## config.mk

```make
export PLATFORM = sky130hd
export DESIGN_NAME = if_stage_fetch
export DESIGN_NICKNAME = d
export VERILOG_FILES = /design/src/rtl/arm_pipe_pkg.sv /design/src/rtl/fetch_fifo.sv /design/src/rtl/if_stage_fetch.sv
export SDC_FILE = /design/constraint.sdc
export NUM_CORES = 1
export LEC_CHECK = 0
export CAP_MARGIN = 20
export CORE_ASPECT_RATIO = 1.4
export CORE_MARGIN = 4
export CORE_UTILIZATION = 30
export DETAILED_ROUTE_END_ITERATION = 8
export PLACE_DENSITY = 0.56
export SLEW_MARGIN = 10
export SYNTH_ARGS = -nofsm -noshare
export SYNTH_HDL_FRONTEND = slang
export SYNTH_HIERARCHICAL = 1
export SYNTH_SLANG_ARGS = --single-unit
```

## constraint.sdc

```tcl
create_clock -name clk -period 9.7 [get_ports clk]
set_input_delay 1.94 -clock clk [delete_from_list [all_inputs] [get_ports clk]]
set_output_delay 1.94 -clock clk [all_outputs]
set_load 0.005 [all_outputs]
```

## src/rtl/arm_pipe_pkg.sv

```systemverilog
// Shared ARM pipeline definitions: widths, the canonical NOP and fetch-stage types.
package arm_pipe_pkg;

  localparam int ADDR_W  = 32;
  localparam int INSTR_W = 32;

  // MOV r0,r0 -- what decode sees whenever IF/ID holds no real instruction
  localparam logic [INSTR_W-1:0] NOP_INSTR = 32'hE1A00000;

  // F_IDLE: nothing outstanding; F_WAIT: one outstanding, keep it;
  // F_DISCARD: one outstanding but made stale by a redirect, drop it
  typedef enum logic [1:0] {F_IDLE, F_WAIT, F_DISCARD} fetch_state_t;

  // Prefetch entry: pc is already PC+4 of the instruction (ARM convention)
  typedef struct packed {
    logic [ADDR_W-1:0]  pc;
    logic [INSTR_W-1:0] instr;
  } fetch_entry_t;

endpackage

```

## src/rtl/fetch_fifo.sv

```systemverilog
// Small prefetch FIFO between instruction memory and the IF/ID register.
module fetch_fifo
  import arm_pipe_pkg::*;
#(
  parameter int DEPTH = 2,
  localparam int PW   = $clog2(DEPTH),
  localparam int CW   = PW + 1
) (
  input  logic         clk,
  input  logic         rst,
  input  logic         push,
  input  logic         pop,
  input  logic         clear,
  input  fetch_entry_t wdata,
  output fetch_entry_t rdata,
  output logic [CW-1:0] count,
  output logic         empty
);

  fetch_entry_t  mem [DEPTH];
  logic [PW-1:0] wr_ptr, rd_ptr;
  logic          full, do_push, do_pop;

  assign empty   = (count == '0);
  assign full    = (count == CW'(DEPTH));
  // pop only real data; push at full is fine when the same cycle pops
  assign do_pop  = pop && !empty;
  assign do_push = push && (!full || do_pop);
  assign rdata   = mem[rd_ptr];

  // Pointers and occupancy; clear wins over everything
  always_ff @(posedge clk or posedge rst) begin
    if (rst) begin
      wr_ptr <= '0;
      rd_ptr <= '0;
      count  <= '0;
    end else if (clear) begin
      wr_ptr <= '0;
      rd_ptr <= '0;
      count  <= '0;
    end else begin
      if (do_push) wr_ptr <= wr_ptr + PW'(1);
      if (do_pop)  rd_ptr <= rd_ptr + PW'(1);
      count <= count + CW'(do_push) - CW'(do_pop);
    end
  end

  // Storage needs no reset: count gates every read
  always_ff @(posedge clk) begin
    if (do_push && !clear) mem[wr_ptr] <= wdata;
  end

endmodule

```

## src/rtl/if_stage_fetch.sv

```systemverilog
// Instruction fetch: PC, one-outstanding imem requests, prefetch FIFO, IF/ID register.
module if_stage_fetch
  import arm_pipe_pkg::*;
#(
  parameter logic [31:0] RESET_PC   = 32'h0,
  parameter int          FIFO_DEPTH = 2
) (
  input  logic        clk,
  input  logic        rst,
  input  logic        freeze,
  input  logic        branch_taken,
  input  logic [31:0] branch_addr,
  output logic        imem_req,
  output logic [31:0] imem_addr,
  input  logic        imem_valid,
  input  logic [31:0] imem_rdata,
  output logic        if_id_valid,
  output logic [31:0] if_id_pc,
  output logic [31:0] if_id_instr
);

  localparam int CW = $clog2(FIFO_DEPTH) + 1;

  fetch_state_t  state, state_nxt;
  logic [31:0]   pc, req_addr;
  logic          push, pop, slot_ok, room_ok, issue, fifo_empty;
  logic [CW-1:0] fifo_count;
  fetch_entry_t  head, wentry;

  assign push    = imem_valid && (state == F_WAIT) && !branch_taken;
  assign pop     = !freeze && !branch_taken && !fifo_empty;
  // back-to-back issue is allowed in the cycle the current response lands
  assign slot_ok = (state == F_IDLE) || ((state == F_WAIT) && imem_valid);
  // keep a free slot for the new request's response: DEPTH-count+pop >= push+1
  assign room_ok = (FIFO_DEPTH + int'(pop)) >= (int'(fifo_count) + int'(push) + 1);
  assign issue   = !rst && !branch_taken && slot_ok && room_ok;

  assign imem_req  = issue;
  assign imem_addr = pc;
  assign wentry    = '{pc: req_addr + 32'd4, instr: imem_rdata};

  fetch_fifo #(.DEPTH(FIFO_DEPTH)) u_fifo (
    .clk   (clk),
    .rst   (rst),
    .push  (push),
    .pop   (pop),
    .clear (branch_taken),
    .wdata (wentry),
    .rdata (head),
    .count (fifo_count),
    .empty (fifo_empty)
  );

  // Next fetch state: redirect turns an in-flight fetch stale
  always_comb begin
    state_nxt = state;
    case (state)
      F_IDLE:    if (issue) state_nxt = F_WAIT;
      F_WAIT: begin
        if (branch_taken)    state_nxt = imem_valid ? F_IDLE : F_DISCARD;
        else if (issue)      state_nxt = F_WAIT;
        else if (imem_valid) state_nxt = F_IDLE;
      end
      F_DISCARD: if (imem_valid) state_nxt = F_IDLE;
      default:   state_nxt = F_IDLE;
    endcase
  end

  // State, PC and the address tag of the outstanding request
  always_ff @(posedge clk or posedge rst) begin
    if (rst) begin
      state    <= F_IDLE;
      pc       <= RESET_PC;
      req_addr <= RESET_PC;
    end else begin
      state <= state_nxt;
      if (branch_taken) begin
        pc <= branch_addr;
      end else if (issue) begin
        pc       <= pc + 32'd4;
        req_addr <= pc;
      end
    end
  end

  // IF/ID register: redirect flushes, freeze holds, otherwise take FIFO head or a bubble
  always_ff @(posedge clk or posedge rst) begin
    if (rst) begin
      if_id_valid <= 1'b0;
      if_id_pc    <= '0;
      if_id_instr <= NOP_INSTR;
    end else if (branch_taken) begin
      if_id_valid <= 1'b0;
      if_id_pc    <= '0;
      if_id_instr <= NOP_INSTR;
    end else if (!freeze) begin
      if (!fifo_empty) begin
        if_id_valid <= 1'b1;
        if_id_pc    <= head.pc;
        if_id_instr <= head.instr;
      end else begin
        if_id_valid <= 1'b0;
        if_id_pc    <= '0;
        if_id_instr <= NOP_INSTR;
      end
    end
  end

endmodule

```

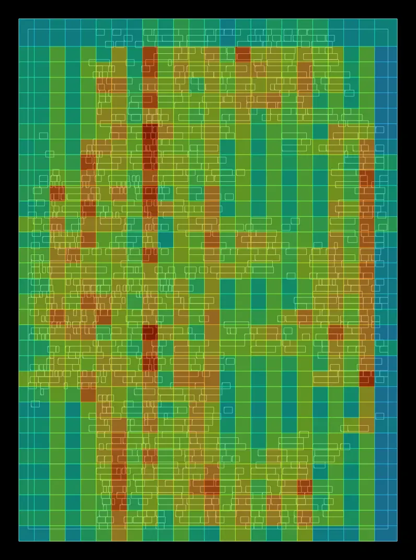
run_1/congestion.png
met2 usage: 23.2%
routed length per instance: 18.4 um
post-layout util: 38.9%
GR Layer Usage met3: 1.88%

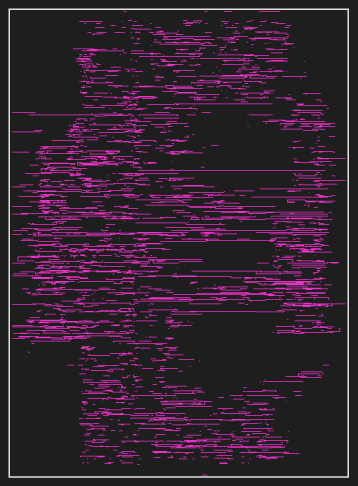
run_1/layer_met1.png
(2 px per um)
895 nets have wire on it. The layer holds 43% of the routed length.

==> GITHUB_STEP_SUMMARY, run 1 <==
## Synthesis and layout report

| Metric | Value |
|---|---|
| Clock sinks | `263` |
| Total die area | `39300 um2` |
| Distinct lib cells | `53` |
| Kind of critical path | `in -> out` |
| CP top delay family | `buffers and inverters` |
| Met3 WL | `1.08 mm` |
| Cells after synthesis | `753` |
| Area after DPL | `13000 um2` |
| Synth top cell by count | `dfrtp_1` |
| First DRT Iteration DRCs | `298` |
| Total of fill cells in the finished design | `3366` |
| Combinational share of power | `9.3%` |
| Crit-path max cell delay | `0.59 ns` |
| Aoi share | `8.26%` |
| Leakage | `5.20 nW` |
| Vias in the first global route | `7019` |
| R2r startpoint | `u_fifo/count[0]` |
| CTS Hold Bufs | `0` |
| CP Capture Point | `imem_req` |
| Antenna Diode Count | `0` |
| Grt ovf | `0` |
| Sw Ratio | `23.3%` |
| Logic family by area | `multiplexers` |
| Worst slack, placed | `2.84 ns` |
| Final Power | `0.00261 W` |
| Gr usage total | `13.0%` |
| Simple share | `8.26%` |
| Crit start category | `primary input` |
| Layout area overhead | `28.3%` |
| Placed cell count | `1352` |
| Mux frac, synth | `9.88%` |
| Final worst path period need | `6.83 ns` |
| Root buffer cell | `clkbuf_16` |
| Synth Cell Area | `10900 um2` |
| End of the worst register-to-register path | `u_fifo/mem[1][30]` |
| Core area | `35800 um2` |
| Vias | `6684` |
| Initial antenna violation count | `0` |
| Residual DRC | `0` |
| Max-slew violations | `0` |
| Max_slew headroom | `32.3%` |
| Combinational gate power | `0.000242 W` |
| Yosys chip area | `10900 um2` |
| Clk_lat worst skew | `0.54 ns` |
| Biggest consumer | `registers` |
| Post-Layout Cell Count | `1402` |
| XOR/XNOR share of the synthesized area | `3.87%` |
| Die height | `233 um` |
| Clock power frac | `39.9%` |
| Rows | `82` |
| Final Hold Viols | `0` |
| Total of max-cap violations | `0` |
| Yosys cell count | `753` |
| Top Metal Used | `met4` |
| Busiest grt layer | `met2` |
| Actual slew at the worst max-slew pin | `1.01 ns` |
| Worst IR Drop VDD | `0.0000876 V` |
| Seq power | `0.00133 W` |
| Final worst setup slack | `2.87 ns` |
| Layout cells sized above 1 | `13.0%` |
| Routability Congestion | `0.766` |
| Most common logic cells in the final layout | `clkdlybuf4s50_1, dfrtp_1, edfxtp_1` |
| Arr. time, crit path | `4.89 ns` |
| Cells on Worst Hold Path | `0` |
| Design area | `13900 um2` |
| Nets at Floorplan | `829` |
| Setup TNS | `0 ns` |
| Most frequent CP cell | `clkdlybuf4s50_1` |
| Ys flop type | `dfrtp_1` |
| Worst-path clk slew | `0.06 ns` |
| Routed vias/inst | `4.77` |
| Ratio of final minimum period to clock period | `70.4%` |
| Status | `complete, no violations` |
| Largest net degree at the start of global routing | `67` |
| Min-Delay Path Class | `reg -> reg` |
| Final #Nets | `996` |
| Clock Path Buffers | `3` |
| Setup Skew | `0.0196 ns` |
| Worst setup path start | `freeze` |
| RSZ-0062 raised after global routing | `false` |
| Crit path DRT | `7.76 ns` |
| Global-route wire length before repair | `40.6 mm` |
| Worst path bufs/invs | `3` |
| # IOs | `167` |
| Worst-path cell chain | `clkdlybuf4s50_1, or3_1, ha_1, o211ai_1, nor2_4, buf_4, clkdlybuf4s50_1` |
| Yosys warning tally | `6` |
| R2R cell count | `7` |
| Dominant cell type by area after synthesis | `edfxtp_1` |
| WP depth | `7` |
| #FFs+latches synth | `263` |
| OpenROAD warning count | `26` |
| Hold Path Sink | `u_fifo/mem[0][33]` |
| Top cell excl fill/tap | `clkdlybuf4s50_1` |
| Register area share after synthesis | `66.6%` |
| Mean cell area of the mapped netlist | `14.4 um2` |
| M1 wire length | `11.0 mm` |
| TritonRoute pass-1 iters | `4` |
| Post-DP HPWL | `16.7 mm` |
| FMAX | `0.146 GHz` |
| Async SR Flop Fraction | `51.3%` |
| Flip-flops with a built-in enable | `128` |
| FP Core Util | `30.3%` |
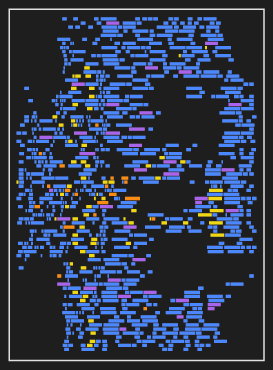
run_1/sizes.png
(1.5 px per um)
Blue stands for _0 and _1 cells, cells 818, share 87%. Yellow stands for _2 cells, cells 67, share 7.1%. Orange stands for _3 and _4 cells, cells 19, share 2.0%. Purple stands for _6 and larger, cells 36, share 3.8%.

==> run 1: final cells by class <==
cell class                      count  area [um2]  area share [%]
Tap cell                          462         578            4.15
Inverter                           19        76.3           0.548
Multi-Input combinational cell    434        3400            24.4
Sequential cell                   263        7230            51.9
Clock buffer                       35         746            5.35
Timing Repair Buffer              175        1740            12.5
Clock inverter                     14         151            1.09
==> run 1: flip-flops by register name, indices dropped and copies added (netlist names) <==
| signal | cells |
|---|---|
| u_fifo/count | 2 |
| if_id_valid | 1 |
| state | 2 |
| if_id_instr | 32 |
| u_fifo/mem | 128 |
| imem_addr | 32 |
| u_fifo/rd_ptr | 1 |
| if_id_pc | 32 |
| req_addr | 32 |
| u_fifo/wr_ptr | 1 |
--- run 2 (diff from run 1) ---
- PLACE_DENSITY: 0.56 -> 0.57
- clock period: 9.7 -> 6.2 ns (I/O delays scaled with it)
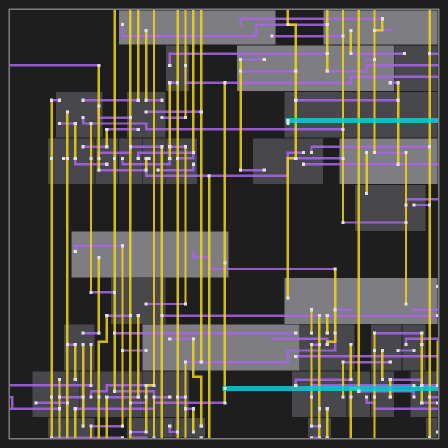
run_2/detail.png
Window x 30 to 55, y 162 to 187 um. Cells in grey, sequential cells in the stronger grey; small squares are vias.
Purple stands for metal 1. Yellow stands for metal 2. Cyan stands for metal 3.
31 logic cells have their middle in the window. Netlist names of flops here include imem_addr (4), req_addr (3). Sequential cells in the window: 7. Most frequent: dfrtp_1 (7), nand2_1 (5), mux2_2 (3).

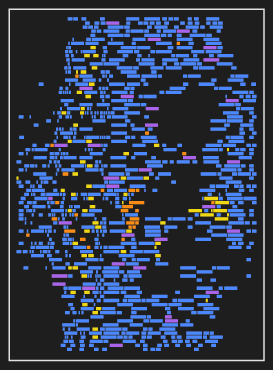
run_2/sizes.png
(1.5 px per um)
Orange stands for _3 and _4 cells, cells 27, share 2.9%. Blue stands for _0 and _1 cells, cells 819, share 87%. Purple stands for _6 and larger, cells 32, share 3.4%. Yellow stands for _2 cells, cells 64, share 6.8%.

==> run 2 against run 1 <==
Global-route usage hardly changed. Via count about the same. Clock power up 56%. Cell count increased by 0.14%. Critical path depth is the same. Die size unchanged. Count of clock-buffer cells in the layout decreased by 4. Sequential power up 56%. Critical path type unchanged. Largest power group unchanged. Highest routed layer unchanged.
==> GITHUB_STEP_SUMMARY, run 2 <==
## Synthesis and layout report

| Metric | Value |
|---|---|
| Status | `complete, no violations` |
| Area after DPL | `13000 um2` |
| Die width | `169 um` |
| Die height | `233 um` |
| Combinational gate area | `3410 um2` |
| Post-DP HPWL | `17.1 mm` |
| Met2 usage | `23.2%` |
| Crit path capture type | `output pin` |
| Min-Delay Path Class | `reg -> reg` |
| # IOs | `167` |
| Arr. time, crit path | `3.55 ns` |
| Total die area | `39300 um2` |
| Vias | `6687` |
| Vias in the first global route | `6924` |
| Top Metal Used | `met4` |
| Post-Layout Cell Count | `1404` |
| Antenna Diode Count | `0` |
| Register area | `7230 um2` |
| Routed length per instance | `18.6 um` |
| TritonRoute pass-1 iters | `4` |
| Worst IR Drop VDD | `0.000157 V` |
| PortBufs | `166` |
| Post-layout util | `38.9%` |
| Mean cell area of the mapped netlist | `14.4 um2` |
| First DRT Iteration DRCs | `350` |
| Sequential power share | `51.0%` |
| #FFs+latches synth | `263` |
| Worst setup path start | `freeze` |
| Cells after synthesis | `753` |
| Layout area overhead | `28.2%` |
| Total of max-cap violations | `0` |
| Seq power | `0.00208 W` |
| FP Core Util | `30.3%` |
| Ratio of final minimum period to clock period | `77.3%` |
| Nets at Floorplan | `829` |
| Synth Cell Area | `10900 um2` |
| Largest net degree at the start of global routing | `92` |
| CTS tree | `yes` |
| Commonest cells in the netlist | `dfrtp_1, edfxtp_1, a22o_1` |
| Setup TNS | `0 ns` |
| Root buffer cell | `clkbuf_16` |
| Crit start category | `primary input` |
| Placed cell count | `1355` |
| Initial antenna violation count | `0` |
| GR Layer Usage met3 | `2.29%` |
| Setup Skew | `0.0133 ns` |
| Worst-path clk slew | `0.06 ns` |
| Residual DRC | `0` |
| Async SR Flop Fraction | `51.3%` |
| Worst slack, placed | `1.35 ns` |
| Register area share after synthesis | `66.6%` |
| Clock Path Buffers | `3` |
| Crit path DRT | `4.96 ns` |
| Core area | `35800 um2` |
| CP Capture Point | `imem_req` |
| Distinct lib cells | `53` |
| Routed vias/inst | `4.76` |
| Drt total wl | `26.1 mm` |
| Clock power frac | `39.7%` |
| R2r startpoint | `u_fifo/count[1]` |
| R2R cell count | `9` |
| Biggest consumer | `registers` |
| Ys flop type | `dfrtp_1` |
| Combinational share of power | `9.3%` |
| Met3 WL | `1.28 mm` |
| RSZ-0062 raised after global routing | `false` |
| Hold Path Sink | `if_id_valid` |
| Gr usage total | `13.0%` |
| Rows | `82` |
| End of the worst register-to-register path | `u_fifo/count[0]` |
| FMAX | `0.209 GHz` |
| Synth top cell by count | `dfrtp_1` |
| Cells on Worst Hold Path | `2` |
| Power Density | `293 nW/um2` |
| Final worst path period need | `4.79 ns` |
| Clock sinks | `263` |
| Yosys warning tally | `6` |
| Sw Ratio | `23.8%` |
| Combinational gate power | `0.000378 W` |
| Leakage | `5.19 nW` |
| Top cell excl fill/tap | `clkdlybuf4s50_1` |
| CTS Hold Bufs | `0` |
| Actual slew at the worst max-slew pin | `1.00 ns` |
| Busiest grt layer | `met2` |
| Grt ovf | `0` |
| Dominant cell type by area after synthesis | `edfxtp_1` |
| Clk_lat worst skew | `0.54 ns` |
| Routability Congestion | `0.820` |
| Kind of critical path | `in -> out` |
| Max-slew violations | `0` |
| Total of fill cells in the finished design | `3352` |
| Biggest register | `u_fifo/mem` |
| Final #Nets | `998` |
| Design area | `13900 um2` |
| Yosys chip area | `10900 um2` |
| Final Power | `0.00408 W` |
| Routed wl met2 | `13.5 mm` |
| OpenROAD warning count | `26` |
| Met1 usage | `16.0%` |
| Global-route wire length before repair | `40.2 mm` |
| M1 wire length | `10.8 mm` |
| Max_slew headroom | `33.4%` |
| Flip-flops with a built-in enable | `128` |
| Flop-to-flop setup slack | `3.16 ns` |
| Final worst setup slack | `1.41 ns` |
| Yosys cell count | `753` |
| Layout cells sized above 1 | `13.1%` |
| Final Hold Viols | `0` |
| Most common logic cells in the final layout | `clkdlybuf4s50_1, dfrtp_1, edfxtp_1` |
| Largest register FFs | `128` |
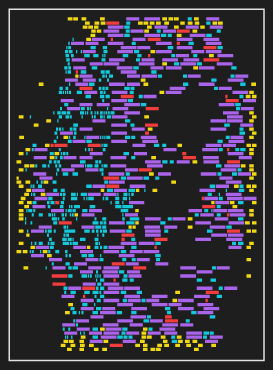
run_2/placement_by_type.png
(1.5 px per um)
Purple stands for sequential cells, cells 263. Cyan stands for combinational and other logic, cells 453. Red stands for clock drivers and dummy loads, cells 49. Yellow stands for remaining buffers and delay cells, cells 177.

## run 2: critical path, cell delays in order
cell and delay, ns:
clkdlybuf4s50_1 0.44, or3_1 0.55, ha_1 0.40, o211ai_1 0.10, buf_4 0.18, nor2_4 0.12, clkdlybuf4s50_1 0.52
## run 2: layout make-up
class / count / area share [%]
inverter: 19 / 0.548
timing repair buffer: 177 / 12.5
tap: 462 / 4.15
clock inverter: 18 / 1.29
multi-input combinational: 434 / 24.5
sequential: 263 / 52.0
clock buffer: 31 / 5.03
## run 2: logic make-up after synthesis
logic type	share of synthesized area, %
DFF	66.6
AOI/OAI and AO/OA	8.26
adders and majority gates	0.807
buffers and inverters	2.34
xor gates and xnor gates	3.87
and+or+nand+nor	8.26
muxes	9.88
--- run 3 (diff from run 2) ---
- clock period: 6.2 -> 4.4 ns (I/O delays scaled with it)
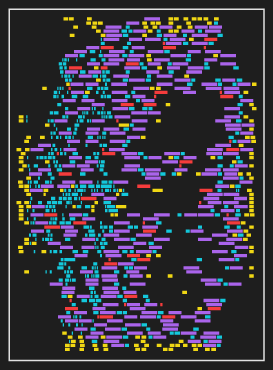
run_3/placement_by_type.png
(1.5 px per um)
Yellow stands for remaining buffers and delay cells, cells 180. Purple stands for sequential cells, cells 263. Cyan stands for combinational and other logic, cells 453. Red stands for clock drivers and dummy loads, cells 48.

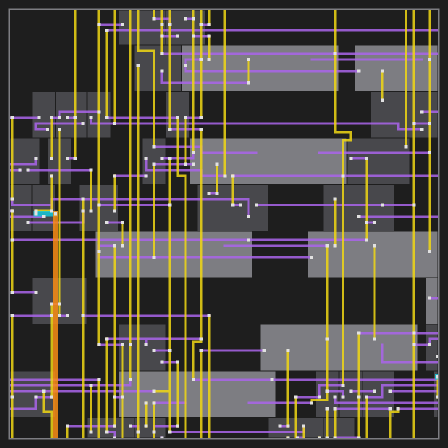
run_3/detail.png
Window x 30 to 55, y 162 to 187 um. Cells in grey, sequential cells in the stronger grey; small squares are vias.
Yellow stands for metal 2. Cyan stands for metal 3. Orange stands for metal 4. Purple stands for metal 1.
Sequential cells in the window: 7. Netlist names of flops here include imem_addr (4), req_addr (3). 30 logic cells have their middle in the window. Most frequent: dfrtp_1 (7), nand2_1 (5), mux2_2 (3).

==> run 3 against run 2 <==
Synthesized cell count stayed put. Worst setup slack got worse by 0.92 ns. Register-to-register slack worse by 1.4 ns. Sequential share of layout area barely moved. Clock power is 35% higher. Cell count rose by 0.14%. Utilization hardly changed. Routed wire length fell by 1.3%. Cell area barely moved. Global-route usage about the same. Clock skew fell by 0.0048 ns. Largest power group unchanged.
==> GITHUB_STEP_SUMMARY, run 3 <==
## Synthesis and layout report

| Metric | Value |
|---|---|
| Status | `complete, no violations` |
| Worst slack, placed | `0.452 ns` |
| Final ANT Viol Nets | `0` |
| Seq Cell Count | `263` |
| Arr. time, crit path | `3.03 ns` |
| Yosys warning tally | `6` |
| Combinational share of cell area | `24.5%` |
| Yosys chip area | `10900 um2` |
| Total of clock buffers placed in the layout | `34` |
| RSZ-0062 raised after global routing | `false` |
| Setup TNS | `0 ns` |
| Gr usage total | `13.0%` |
| Vias | `6655` |
| Rows | `82` |
| Area after DPL | `13100 um2` |
| Num tapcells | `462` |
| Crit path DRT | `3.52 ns` |
| OpenROAD warning count | `26` |
| Post-Layout Cell Count | `1406` |
| Async SR Flop Fraction | `51.3%` |
| Crit path capture type | `output pin` |
| Logic family by area | `multiplexers` |
| Clock Path Buffers | `3` |
| Cells after synthesis | `753` |
| Placed cell count | `1358` |
| Leakage | `5.20 nW` |
| ClkCell Share | `5.93%` |
| Final worst path period need | `3.91 ns` |
| Final worst setup slack | `0.489 ns` |
| Design area | `13900 um2` |
| Routed vias/inst | `4.73` |
| CTS Hold Bufs | `0` |
| Ratio of final minimum period to clock period | `88.9%` |
| Residual DRC | `0` |
| Yosys cell count | `753` |
| Biggest register | `u_fifo/mem` |
| Final Hold Viols | `0` |
| CP Capture Point | `imem_req` |
| Most common logic cells in the final layout | `clkdlybuf4s50_1, dfrtp_1, edfxtp_1` |
| Grt ovf | `0` |
| Total of fill cells in the finished design | `3354` |
| Clock sinks | `263` |
| Setup Skew | `0.00848 ns` |
| Global-route wire length before repair | `40.4 mm` |
| Worst-path clk slew | `0.06 ns` |
| Clk_lat worst skew | `0.54 ns` |
| PortBufs | `166` |
| Layout cells sized above 1 | `12.8%` |
| Total of max-cap violations | `0` |
| Flip-flops with a built-in enable | `128` |
| XOR/XNOR share of the synthesized area | `3.87%` |
| Final Power | `0.00565 W` |
| Post-layout util | `38.9%` |
| Kind of critical path | `in -> out` |
| Top cell excl fill/tap | `clkdlybuf4s50_1` |
| # IOs | `167` |
| FP Core Util | `30.3%` |
| Antenna Diode Count | `0` |
| Non-clock buffering overhead | `12.9%` |
| End of the worst register-to-register path | `imem_addr[25]` |
| Aoi share | `8.26%` |
| Root buffer cell | `clkbuf_16` |
| Mux frac, synth | `9.88%` |
| Largest register FFs | `128` |
| Die height | `233 um` |
| Routed length per instance | `18.3 um` |
| Crit start category | `primary input` |
| Synth top cell by count | `dfrtp_1` |
| Combinational gate area | `3410 um2` |
| Dominant kind of cell | `flip-flops and latches` |
| Flop share of the area | `51.9%` |
| Vias in the first global route | `6970` |
| #MultiIn Comb | `434` |
| First DRT Iteration DRCs | `280` |
| CTS tree | `yes` |
| Max_slew headroom | `32.4%` |
| FMAX | `0.256 GHz` |
| Top area contributor share | `35.4%` |
| Commonest cells in the netlist | `dfrtp_1, edfxtp_1, a22o_1` |
| Layout area overhead | `28.2%` |
| Total die area | `39300 um2` |
| Simple share | `8.26%` |
| Post-DP HPWL | `17.0 mm` |
| Die width | `169 um` |
| Routability Congestion | `0.807` |
| Synth Cell Area | `10900 um2` |
| Non-Clock Buffer Count | `180` |
| CTS Buf Count | `26` |
| Fa+ha+maj area frac | `0.807%` |
| #FFs+latches synth | `263` |
| Nets at Floorplan | `829` |
| Min-Delay Path Class | `reg -> reg` |
| Register area | `7230 um2` |
| Inverters | `19` |
| Power Density | `406 nW/um2` |
| Cells on Worst Hold Path | `0` |
| Core area | `35800 um2` |
| Final #Nets | `1000` |
| TritonRoute pass-1 iters | `4` |
| Hold Path Sink | `u_fifo/mem[1][33]` |
| Register area share after synthesis | `66.6%` |
| Worst setup path start | `freeze` |
| Flop-to-flop setup slack | `1.75 ns` |
| Mean cell area of the mapped netlist | `14.4 um2` |
| Max-slew violations | `0` |
| Distinct lib cells | `53` |
| R2r startpoint | `state[1]` |
| Drt total wl | `25.8 mm` |
| Initial antenna violation count | `0` |
| Ys flop type | `dfrtp_1` |
| Largest net degree at the start of global routing | `81` |
| Dominant cell type by area after synthesis | `edfxtp_1` |
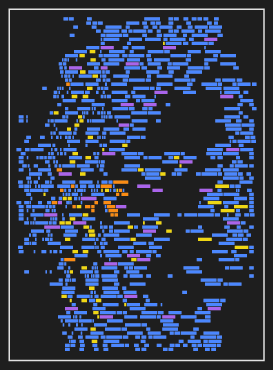
run_3/sizes.png
(1.5 px per um)
Yellow stands for _2 cells, cells 66, share 7.0%. Purple stands for _6 and larger, cells 34, share 3.6%. Blue stands for _0 and _1 cells, cells 823, share 87%. Orange stands for _3 and _4 cells, cells 21, share 2.2%.

-- run 3: cell counts after synthesis --
No cell type changed its count.
-- run 3: critical path: stages --
cell,delay [ns]
clkdlybuf4s50_1,0.50
or3_1,0.43
ha_1,0.34
o211ai_1,0.34
nor2_4,0.08
clkdlybuf4s50_1,0.46
-- run 3: metal layers --
metal | part of all wire (%) | up-vias | track usage (%)
met1 | 43 | 3318 | 16.3
met4 | 2.8 | 0 | 4.59
li1 | - | 3158 | -
met3 | 4.0 | 39 | 1.98
met5 | 0 | - | 0
met2 | 50 | 140 | 22.7
-- run 3: power breakdown --
part	switching [W]	leakage (nW)	internal, W	total [W]
combinational	0.000249	1.91	0.000291	0.000540
sequential	0.000159	2.88	0.00277	0.00293
clock	0.000932	0.410	0.00125	0.00218
total	0.00134	5.20	0.00431	0.00565
No activity file was given, so power comes from the tool's default toggle rates.
